==> src/rtl/piso_shift_reg.sv <==
// piso_shift_reg: parallel-in, serial-out shift register with a valid/ready
// load handshake. A WIDTH-bit word is emitted one bit per enabled clock,
// with a valid strobe and a last-bit marker. Back-to-back words stream
// without a bubble when the next word is offered on the final bit.
module piso_shift_reg #(
    parameter int WIDTH     = 8,
    parameter bit MSB_FIRST = 1'b1
) (
    input  logic             clk,
    input  logic             rst_n,
    input  logic             en,
    input  logic             in_valid,
    output logic             in_ready,
    input  logic [WIDTH-1:0] in_data,
    output logic             ser_out,
    output logic             ser_valid,
    output logic             ser_last,
    output logic             busy
);

    localparam int CW = $clog2(WIDTH);

    typedef enum logic {
        IDLE  = 1'b0,
        SHIFT = 1'b1
    } state_t;

    state_t           state;
    state_t           state_next;
    logic [WIDTH-1:0] shift_reg;
    logic [WIDTH-1:0] shift_next;
    logic [CW-1:0]    cnt;
    logic [CW-1:0]    cnt_next;
    logic             last_bit;
    logic             handshake;

    // The last bit of a word is on the line when the counter has run down.
    assign last_bit  = (cnt == '0);

    // A word can be taken when idle, or on an enabled final bit so the
    // next word follows with no gap; never depends on in_valid.
    assign in_ready  = (state == IDLE) || ((state == SHIFT) && en && last_bit);
    assign handshake = in_valid && in_ready;

    // State, shift register and counter; reset drops any word in flight.
    always_ff @(posedge clk or negedge rst_n) begin
        if (!rst_n) begin
            state     <= IDLE;
            shift_reg <= '0;
            cnt       <= '0;
        end else begin
            state     <= state_next;
            shift_reg <= shift_next;
            cnt       <= cnt_next;
        end
    end

    // Next-state logic: load on handshake, shift on enable, hold otherwise.
    always_comb begin
        state_next = state;
        shift_next = shift_reg;
        cnt_next   = cnt;
        case (state)
            IDLE: begin
                if (handshake) begin
                    shift_next = in_data;
                    cnt_next   = CW'(WIDTH - 1);
                    state_next = SHIFT;
                end
            end
            SHIFT: begin
                if (en) begin
                    if (!last_bit) begin
                        if (MSB_FIRST) begin
                            shift_next = {shift_reg[WIDTH-2:0], 1'b0};
                        end else begin
                            shift_next = {1'b0, shift_reg[WIDTH-1:1]};
                        end
                        cnt_next = cnt - CW'(1);
                    end else if (handshake) begin
                        shift_next = in_data;
                        cnt_next   = CW'(WIDTH - 1);
                    end else begin
                        state_next = IDLE;
                    end
                end
            end
            default: state_next = IDLE;
        endcase
    end

    // Serial outputs are driven only while a word is in flight.
    always_comb begin
        ser_out   = 1'b0;
        ser_valid = 1'b0;
        ser_last  = 1'b0;
        busy      = 1'b0;
        if (state == SHIFT) begin
            ser_out   = MSB_FIRST ? shift_reg[WIDTH-1] : shift_reg[0];
            ser_valid = 1'b1;
            ser_last  = last_bit;
            busy      = 1'b1;
        end
    end

endmodule
==> config.mk <==
export PLATFORM = sky130hd
export DESIGN_NAME = piso_shift_reg
export DESIGN_NICKNAME = d
export VERILOG_FILES = /design/src/rtl/piso_shift_reg.sv
export SDC_FILE = /design/constraint.sdc
export NUM_CORES = 1
export LEC_CHECK = 0
export CELL_PAD_IN_SITES_DETAIL_PLACEMENT = 2
export CELL_PAD_IN_SITES_GLOBAL_PLACEMENT = 2
export CORE_MARGIN = 2
export CORE_UTILIZATION = 28
export CTS_BUF_LIST = sky130_fd_sc_hd__clkbuf_8 sky130_fd_sc_hd__clkbuf_16
export DETAILED_ROUTE_END_ITERATION = 10
export PLACE_DENSITY_LB_ADDON = 0.1
export SYNTH_ARGS = -nofsm -noshare
export SYNTH_HDL_FRONTEND = slang
export SYNTH_SLANG_ARGS = --single-unit
==> constraint.sdc <==
create_clock -name clk -period 1.7 [get_ports clk]
set_input_delay 0.34 -clock clk [delete_from_list [all_inputs] [get_ports clk]]
set_output_delay 0.34 -clock clk [all_outputs]
set_load 0.02 [all_outputs]
**Register map, names as in the netlist**

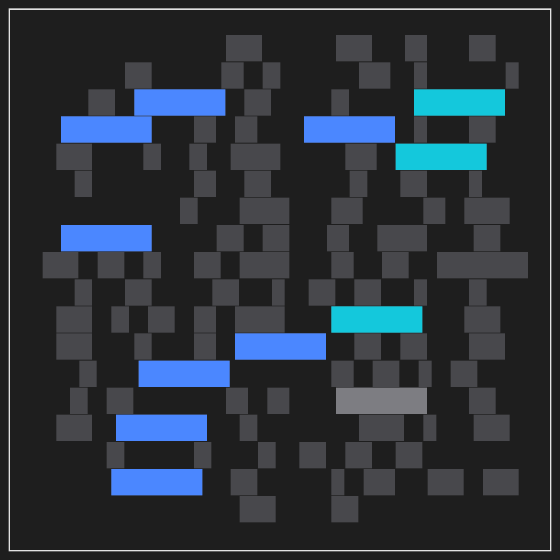
| color | netlist name | sequential cells |
|---|---|---|
| cyan | cnt | 3 |
| blue | shift_reg | 8 |
not colored: 1

**Supply network**

Pins as bars on the die edge.
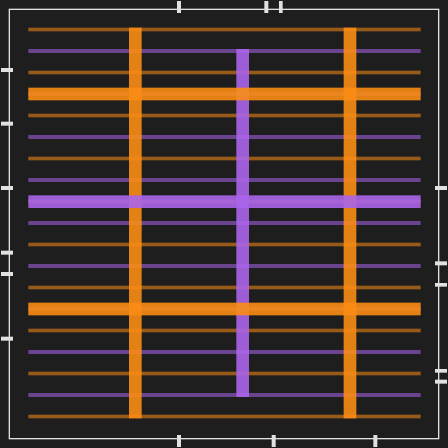
| color | net |
|---|---|
| orange | VSS |
| purple | VDD |
met5 straps: 3
met1 rails: 19
rows: 18
signal pins: 17

==> reports/metrics.yaml <==
status: "completed"
leading_cell_type_by_number_of_instances_after_synthesis: "dfrtp_1"
port-buffer-count: 16
number_of_hold_violations_in_the_final_report: 0
final_core_util_pct: 42.95
critical_path.endpoint_type: "output port"
mappedNetlistNets: 90
pre_cts_ws_ns: -0.2229
cts-root-to-sink-buffers: 2
total_power_mw: 1.313
crit_start: "cnt[1]$_DFFE_PN0P_"
worst_setup_path_start_kind: "flop"
edf_count: 0
drtPass1Iterations: 4
final_layout_size_suffix_gt1_share_pct: 29.25
cts.repair_timing.setup_buffer_count: 0
capturing_element_of_the_worst_setup_path: "in_ready"
dieArea_um2: 2933
cts_hold_buf: 0
synthesis.yosys.warnings: 0
yosys-mux-area-fraction_pct: 1.954
**The metal 1 layer**

Supply wires on this layer in gray.
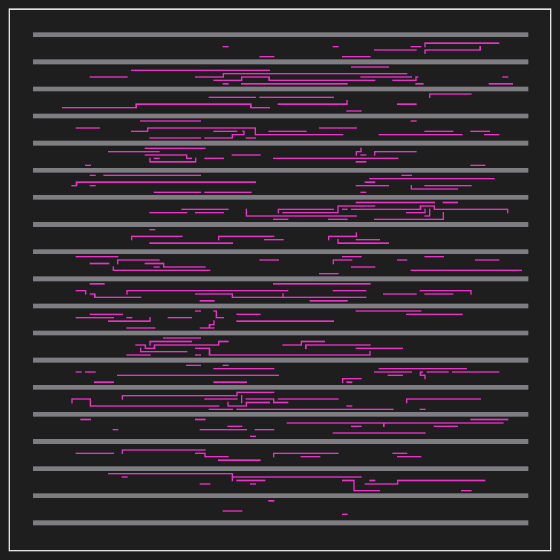
nets with wire on the layer: 101
wire length on this layer: 941 µm
main direction: horizontal

**Gate-type map**

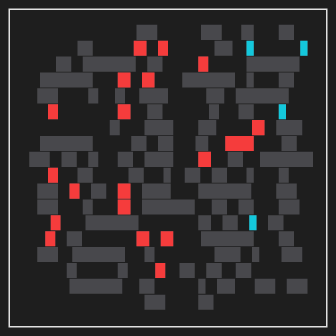
| color | family | cells |
|---|---|---|
| red | nand cells | 19 |
| cyan | inv cells | 4 |

power breakdown:
| group | switching [mW] | total (mW) | internal, mW |
|---|---|---|---|
| Sequential | 0.0508 | 0.439 | 0.388 |
| Combinational | 0.298 | 0.629 | 0.331 |
| Clock | 0.0907 | 0.246 | 0.155 |
kinds of logic after synthesis:
group | after synthesis
buffers and inverters | 12
flip-flops | 12
AND-OR/OR-AND | 21
multiplexers | 1
AND/OR/NAND/NOR | 28
adder cells (fa/ha/maj) | 2
area by class of cell:
type,count,area share [%]
multi-input cells,52,34.13
flip-flops and latches,12,28.74
repair buffers,35,28.14
clock buffers,3,3.952
well taps,30,3.593
inverters,4,1.437
timing repair:
item                                   in CTS  in global routing
endpoints found under the hold margin       0                  0
cloned                                      0                  0
setup endpoints to repair                   3                  2
resized                                    12                  2
cells in the final DEF (no fill, tap or decap):
cell,n
clkdlybuf4s50_1,13
ha_1,1
a21o_1,1
inv_2,2
a31oi_1,1
buf_4,20
ha_4,1
nor2_1,5
o211ai_1,6
nor3b_2,1
or3_1,1
dlygate4sd2_1,1
dfrtp_1,12
o221ai_1,1
nand3_1,8
mux2i_2,1
inv_1,2
o21ai_0,9
nor2b_1,1
and2_4,1
nand2b_4,1
a2bb2oi_1,1
nand4_1,9
buf_2,1
o21a_1,2
clkbuf_8,3
nand2b_1,1
worst max-delay path: stages, from the launching register on:
cell	delay [ns]
dfrtp_1	0.38
inv_2	0.08
ha_4	0.14
nand2b_4	0.06
and2_4	0.15
nor2_1	0.09
buf_4	0.14
layer usage:
layer | track usage, % | part of all wire [%]
met4 | 5.000 | 0.47
met5 | 0 | 0
met3 | 2.500 | 3.7
met2 | 30.52 | 51
met1 | 20.45 | 45
Power and IR drop assume default switching activity.
